## src/rtl/hazard_pkg.sv

```systemverilog
// hazard_pkg: shared definitions for the pipeline hazard / forwarding controller.
// Holds the forward-select encodings, the scoreboard entry type and small
// helper functions used by hazard_ctrl and hazard_fwd_sel.
package hazard_pkg;

    localparam int REG_AW   = 3;    // 8 architectural registers
    localparam int SB_DEPTH = 3;    // EX, MEM, WB; fixed

    // Scoreboard slot indices, youngest first
    localparam int SB_EX  = 0;
    localparam int SB_MEM = 1;
    localparam int SB_WB  = 2;

    // Operand forward selects, consumed by EX one cycle after ID computes them
    localparam logic [1:0] FWD_RF  = 2'd0;
    localparam logic [1:0] FWD_EX  = 2'd1;
    localparam logic [1:0] FWD_MEM = 2'd2;
    localparam logic [1:0] FWD_WB  = 2'd3;

    typedef struct packed {
        logic              wr_en;
        logic [REG_AW-1:0] addr;
        logic              is_load;
    } sb_entry_t;

    localparam sb_entry_t SB_EMPTY = '{wr_en: 1'b0, addr: 3'd0, is_load: 1'b0};

    // True when an in-flight producer writes the register an ID source reads.
    // Register 0 is an ordinary register here, so no zero-address exclusion.
    function automatic logic src_hit(input logic              wr_en,
                                     input logic [REG_AW-1:0] addr,
                                     input logic [REG_AW-1:0] rs,
                                     input logic              uses);
        return uses & wr_en & (addr == rs);
    endfunction

    // 16-bit increment that sticks at all-ones
    function automatic logic [15:0] sat_inc16(input logic [15:0] v);
        return (v == 16'hFFFF) ? v : (v + 16'd1);
    endfunction

endpackage

```

## src/rtl/hazard_fwd_sel.sv

```systemverilog
// hazard_fwd_sel: combinational forward-select for one ALU operand.
// Returns the stage of the youngest in-flight producer of rs_i, or the
// register file when no producer matches or the operand is not read.
module hazard_fwd_sel
    import hazard_pkg::*;
(
    input  logic [REG_AW-1:0] rs_i,
    input  logic              uses_i,
    input  sb_entry_t         ex_i,
    input  sb_entry_t         mem_i,
    input  sb_entry_t         wb_i,
    output logic [1:0]        sel_o
);

    // Load flags matter only for stall detection, not for forwarding
    logic unused_load_s;
    assign unused_load_s = ^{ex_i.is_load, mem_i.is_load, wb_i.is_load};

    // Youngest producer wins: EX over MEM over WB
    always_comb begin
        sel_o = FWD_RF;
        if (src_hit(ex_i.wr_en, ex_i.addr, rs_i, uses_i)) begin
            sel_o = FWD_EX;
        end else if (src_hit(mem_i.wr_en, mem_i.addr, rs_i, uses_i)) begin
            sel_o = FWD_MEM;
        end else if (src_hit(wb_i.wr_en, wb_i.addr, rs_i, uses_i)) begin
            sel_o = FWD_WB;
        end else begin
            sel_o = FWD_RF;
        end
    end

endmodule

```

## src/rtl/hazard_ctrl.sv

```systemverilog
// hazard_ctrl: hazard and forwarding controller for the 16-bit 5-stage core.
// Tracks in-flight destinations (EX/MEM/WB) to produce pipeline-register
// enables, bubble/flush controls and the two ALU forward selects. All outputs
// are combinational from the inputs and the registered state.
// Optional build macro HAZARD_PERF_CNT_EN adds stall_cnt, freeze_cnt and
// flush_cnt saturating 16-bit counter outputs.
module hazard_ctrl
    import hazard_pkg::*;
(
    input  logic              clk,
    input  logic              rst,
    input  logic              id_valid,
    input  logic [REG_AW-1:0] id_rs1,
    input  logic [REG_AW-1:0] id_rs2,
    input  logic              id_uses_rs1,
    input  logic              id_uses_rs2,
    input  logic              id_wr_en,
    input  logic [REG_AW-1:0] id_wr_addr,
    input  logic              id_is_load,
    input  logic              mem_busy,
    input  logic              branch_taken,
    output logic              pc_en,
    output logic              if_id_en,
    output logic              if_id_flush,
    output logic              id_ex_en,
    output logic              ctrl_regs_sel,
    output logic              ex_mem_en,
    output logic              mem_wb_en,
    output logic [1:0]        alu_src_sel1,
    output logic [1:0]        alu_src_sel2
`ifdef HAZARD_PERF_CNT_EN
    ,
    output logic [15:0]       stall_cnt,
    output logic [15:0]       freeze_cnt,
    output logic [15:0]       flush_cnt
`endif
);

    sb_entry_t  sb_q [SB_DEPTH];
    sb_entry_t  ex_d;
    logic       pend_q;
    logic       pend_d;
    logic [1:0] sel1_q;
    logic [1:0] sel2_q;
    logic [1:0] fwd1_s;
    logic [1:0] fwd2_s;
    logic       flush_s;
    logic       load_use_s;

    hazard_fwd_sel u_fwd_sel1 (
        .rs_i   (id_rs1),
        .uses_i (id_uses_rs1),
        .ex_i   (sb_q[SB_EX]),
        .mem_i  (sb_q[SB_MEM]),
        .wb_i   (sb_q[SB_WB]),
        .sel_o  (fwd1_s)
    );

    hazard_fwd_sel u_fwd_sel2 (
        .rs_i   (id_rs2),
        .uses_i (id_uses_rs2),
        .ex_i   (sb_q[SB_EX]),
        .mem_i  (sb_q[SB_MEM]),
        .wb_i   (sb_q[SB_WB]),
        .sel_o  (fwd2_s)
    );

    // Hazard detection: a pending (frozen-over) branch flushes like a live one
    always_comb begin
        flush_s    = branch_taken | pend_q;
        load_use_s = sb_q[SB_EX].is_load &
                     (src_hit(sb_q[SB_EX].wr_en, sb_q[SB_EX].addr, id_rs1, id_uses_rs1) |
                      src_hit(sb_q[SB_EX].wr_en, sb_q[SB_EX].addr, id_rs2, id_uses_rs2));
    end

    // Pipeline controls in priority order: reset, freeze, flush, load-use, normal
    always_comb begin
        pc_en         = 1'b1;
        if_id_en      = 1'b1;
        if_id_flush   = 1'b0;
        id_ex_en      = 1'b1;
        ctrl_regs_sel = 1'b0;
        ex_mem_en     = 1'b1;
        mem_wb_en     = 1'b1;
        alu_src_sel1  = fwd1_s;
        alu_src_sel2  = fwd2_s;
        if (rst) begin
            pc_en         = 1'b0;
            if_id_en      = 1'b0;
            if_id_flush   = 1'b1;
            id_ex_en      = 1'b0;
            ctrl_regs_sel = 1'b1;
            ex_mem_en     = 1'b0;
            mem_wb_en     = 1'b0;
            alu_src_sel1  = FWD_RF;
            alu_src_sel2  = FWD_RF;
        end else if (mem_busy) begin
            // Whole pipe frozen; selects keep the value EX will still consume
            pc_en         = 1'b0;
            if_id_en      = 1'b0;
            id_ex_en      = 1'b0;
            ex_mem_en     = 1'b0;
            mem_wb_en     = 1'b0;
            alu_src_sel1  = sel1_q;
            alu_src_sel2  = sel2_q;
        end else if (flush_s) begin
            // Squash IF_ID and bubble ID_EX; a coincident load-use stall is moot
            if_id_flush   = 1'b1;
            ctrl_regs_sel = 1'b1;
        end else if (load_use_s) begin
            // Hold IF/ID one cycle; the load moves to MEM and forwards from there
            pc_en         = 1'b0;
            if_id_en      = 1'b0;
            ctrl_regs_sel = 1'b1;
        end else begin
            pc_en         = 1'b1;
            if_id_en      = 1'b1;
            ctrl_regs_sel = 1'b0;
        end
    end

    // Next EX entry and pending-flush tracking
    always_comb begin
        if (ctrl_regs_sel || !id_valid) begin
            ex_d = SB_EMPTY;
        end else begin
            ex_d = '{wr_en: id_wr_en, addr: id_wr_addr, is_load: id_is_load};
        end
        if (mem_busy) begin
            pend_d = pend_q | branch_taken;
        end else begin
            pend_d = 1'b0;
        end
    end

    // Scoreboard shift, pending flag and held selects
    always_ff @(posedge clk) begin
        if (rst) begin
            sb_q[SB_EX]  <= SB_EMPTY;
            sb_q[SB_MEM] <= SB_EMPTY;
            sb_q[SB_WB]  <= SB_EMPTY;
            pend_q       <= 1'b0;
            sel1_q       <= FWD_RF;
            sel2_q       <= FWD_RF;
        end else begin
            if (id_ex_en) begin
                sb_q[SB_EX]  <= ex_d;
                sb_q[SB_MEM] <= sb_q[SB_EX];
                sb_q[SB_WB]  <= sb_q[SB_MEM];
            end else begin
                sb_q[SB_EX]  <= sb_q[SB_EX];
                sb_q[SB_MEM] <= sb_q[SB_MEM];
                sb_q[SB_WB]  <= sb_q[SB_WB];
            end
            pend_q <= pend_d;
            sel1_q <= alu_src_sel1;
            sel2_q <= alu_src_sel2;
        end
    end

`ifdef HAZARD_PERF_CNT_EN
    logic [15:0] stall_cnt_q;
    logic [15:0] freeze_cnt_q;
    logic [15:0] flush_cnt_q;

    // Event counters: bubbles from load-use, frozen cycles, flushes applied
    always_ff @(posedge clk) begin
        if (rst) begin
            stall_cnt_q  <= 16'd0;
            freeze_cnt_q <= 16'd0;
            flush_cnt_q  <= 16'd0;
        end else begin
            if (!mem_busy && !flush_s && load_use_s) begin
                stall_cnt_q <= sat_inc16(stall_cnt_q);
            end else begin
                stall_cnt_q <= stall_cnt_q;
            end
            if (mem_busy) begin
                freeze_cnt_q <= sat_inc16(freeze_cnt_q);
            end else begin
                freeze_cnt_q <= freeze_cnt_q;
            end
            if (!mem_busy && flush_s) begin
                flush_cnt_q <= sat_inc16(flush_cnt_q);
            end else begin
                flush_cnt_q <= flush_cnt_q;
            end
        end
    end

    assign stall_cnt  = stall_cnt_q;
    assign freeze_cnt = freeze_cnt_q;
    assign flush_cnt  = flush_cnt_q;
`endif

endmodule

```

## config.mk

```make
export PLATFORM = sky130hd
export DESIGN_NAME = hazard_ctrl
export DESIGN_NICKNAME = d
export VERILOG_FILES = /design/src/rtl/hazard_pkg.sv /design/src/rtl/hazard_fwd_sel.sv /design/src/rtl/hazard_ctrl.sv
export SDC_FILE = /design/constraint.sdc
export NUM_CORES = 1
export LEC_CHECK = 0
export CAP_MARGIN = 5
export CORE_MARGIN = 2
export CORE_UTILIZATION = 50
export CTS_BUF_LIST = sky130_fd_sc_hd__clkbuf_16
export DETAILED_ROUTE_END_ITERATION = 16
export PLACE_DENSITY = 0.83
export SYNTH_ARGS = -nofsm -noshare
export SYNTH_HDL_FRONTEND = slang
export SYNTH_SLANG_ARGS = --single-unit
```

## constraint.sdc

```tcl
create_clock -name clk -period 4.3 [get_ports clk]
set_input_delay 0.86 -clock clk [delete_from_list [all_inputs] [get_ports clk]]
set_output_delay 0.86 -clock clk [all_outputs]
set_load 0.03 [all_outputs]
```

Fig. 1: placed standard cells
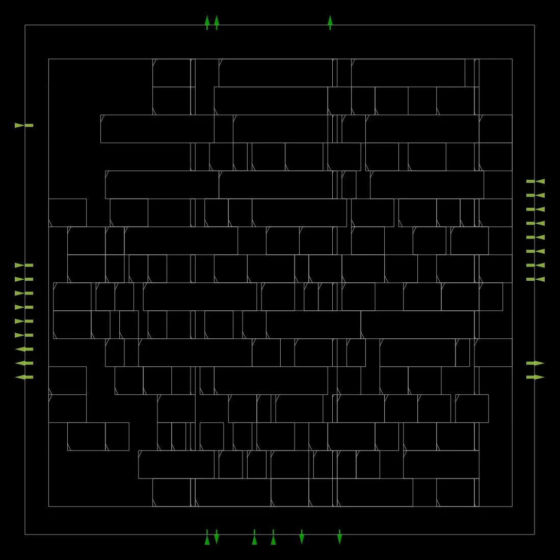
standard-cell rows: 16
post-route insts no fill: 153
flop count: 18
core region area: 1960 µm²
FILL cells: 159

Fig. 2: metal 3
The bar under the picture is 10 µm long. Cells faint in the background.
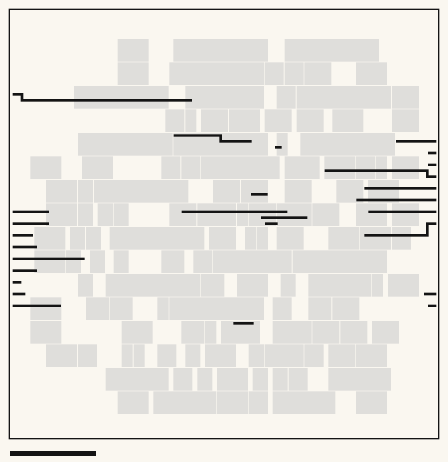
- main direction: horizontal
- wire length on this layer: 138 µm
- longest straight run: 19.5 µm
- nets with wire on the layer: 25
- share of all routed wire: 6.3%

==> reports/summary.txt <==
Die W - 49.5 µm
mean routed wirelength per cell - 14.2 µm
gpl congestion - 0.838
Comb pwr share - 16.8%
grt total ovfl - 0
postcts setup bufs - 0
worst-margin pin slew - 0.513 ns
first-pass GRT wire length - 3660 µm
endpoints failing setup - 0
IO Count - 29
Sink Count - 18
htree depth - 1
unrepaired setup endpoints after global routing - no
switching power of the nets - 0.106 mW
IO buf count - 28
chip area - 2450 µm²
final WL - 2180 µm
sw frac - 23.0%
number of logged tool warnings - 26
max-slew violations - 0
synthesis-to-finish area growth - 36.1%
Clk pwr share - 39.6%
outcome - complete, no violations
final clock skew - 0.00137 ns
crit share post-route - 92.9%
CTS Root Cell - clkbuf_16
Tot Pwr - 0.462 mW
placed insts - 149
Leak - 0.546 nW
CTS tree - built
Design Area, Final - 1410 µm²
Final HPWL DP - 1610 µm
CTS Hold Bufs - 0
antenna diode count - 0
CTS Buffer Depth - 2
antenna violations before repair - 0
Total GRT Usage - 19.9%
Syn Inst Count - 98
drt via density - 5.14
Clock transition at path regs - 0.05 ns
critical path class - in2out
synth warn - 0
internal power - 0.356 mW
most frequent logic cells in the routed design - clkdlybuf4s50_1 (28), xor2_1 (18), edfxtp_1 (13)
Max transition margin - 65.5%
MI comb area - 509 µm²
Fig. 3: sequential cells coloured by netlist name
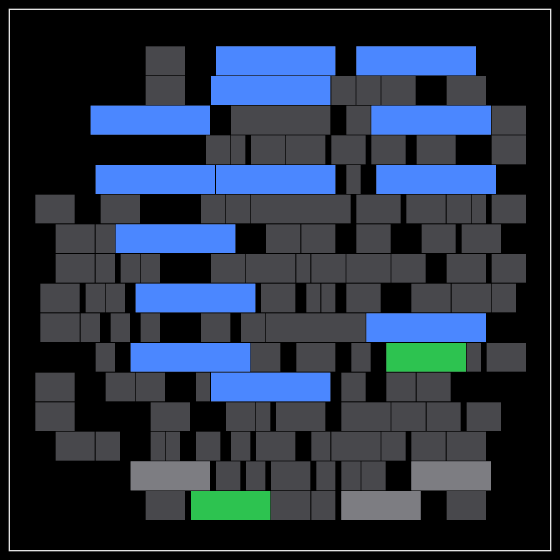
- blue: sb_q (flops 13)
- green: sel1_q (flops 2)

[state kept, by name, summed over array words and instances (netlist names)]
register / count
sel1_q: 2
pend_q: 1
sb_q: 13
sel2_q: 2
[worst paths after layout]
kind	from	to	slack (ns)	depth (start not counted)
max reg2reg	sb_q[0][1]$_SDFFCE_PP0P_	sb_q[0][4]$_SDFFCE_PP0P_	2.61	4
min reg2reg	pend_q$_SDFF_PP0_	pend_q$_SDFF_PP0_	0.47	2
max	id_rs2[2]	alu_src_sel2[0]	0.30	6
min	pend_q$_SDFF_PP0_	pend_q$_SDFF_PP0_	0.47	2
[through the flow]
step | setup WS (ns) | utilization [%] | hold WS, ns
3_5_place_dp | 0.297 | 67.9 | 0.460
3_3_place_gp | 0.379 | 67.9 | 0.455
4_1_cts | 0.294 | 71.9 | 0.471
2_1_floorplan | 0.531 | - | 0.435
6_report | 0.303 | 71.9 | 0.467
5_1_grt | 0.178 | 71.9 | 0.507
[logic make-up (layout without fill, tap and decap cells)]
family | Yosys count | after routing | synth area share, %
and+or+nand+nor | 46 | 46 | 25.9
xor gates and xnor gates | 18 | 18 | 15.2
buffers and inverters | 7 | 35 | 3.62
DFF | 18 | 18 | 47.3
AOI/OAI and AO/OA | 9 | 9 | 7.96
[per-layer routing]
layer,track usage (%),part of all wire (%),vias up
met1,21.5,42,345
met2,35.6,50,30
met3,6.97,6.3,4
li1,-,-,407
met4,7.41,1.1,0
met5,0,0,-
[power by group through the flow]
stage          sequential, mW  combinational [mW]  clock (mW)
2_1_floorplan           0.203              0.0427           0
3_3_place_gp            0.205              0.0756           0
3_5_place_dp            0.205              0.0769           0
4_1_cts                 0.202              0.0783       0.184
5_1_grt                 0.202              0.0840       0.194
6_report                0.202              0.0775       0.183
[critical path: stages]
cell and delay, ns:
clkdlybuf4s50_1 0.51, xor2_1 0.18, nor4_1 0.50, a211oi_2 0.15, nor3_1 0.21, clkdlybuf4s50_1 0.72
[layout make-up]
type / instances / share of cell area (%)
tap: 27 / 2.39
clock buffer: 3 / 5.32
inverter: 1 / 0.266
clock inverter: 1 / 0.266
timing repair buffer: 30 / 20.9
sequential: 18 / 34.8
multi-input combinational: 73 / 36.1
[synthesized netlist by cell type]
cell | n | area, µm²
nor4_2 | 2 | 25.0
nor2b_1 | 3 | 18.8
nand2_1 | 6 | 22.5
o21a_1 | 2 | 15.0
xor2_1 | 18 | 158
clkbuf_1 | 3 | 11.3
nand2b_1 | 1 | 6.26
or4_4 | 2 | 22.5
nor2_1 | 3 | 11.3
a211oi_2 | 2 | 25.0
nor4_1 | 2 | 12.5
and2_1 | 9 | 56.3
inv_1 | 1 | 3.75
a21boi_0 | 1 | 7.51
or3_1 | 1 | 6.26
dfxtp_1 | 5 | 100
a22o_1 | 4 | 35.0
or2b_1 | 1 | 7.51
nor3_1 | 11 | 55.1
nand3_1 | 5 | 25.0
edfxtp_1 | 13 | 390
buf_4 | 3 | 22.5
No activity file was given, so power comes from the tool's default toggle rates.
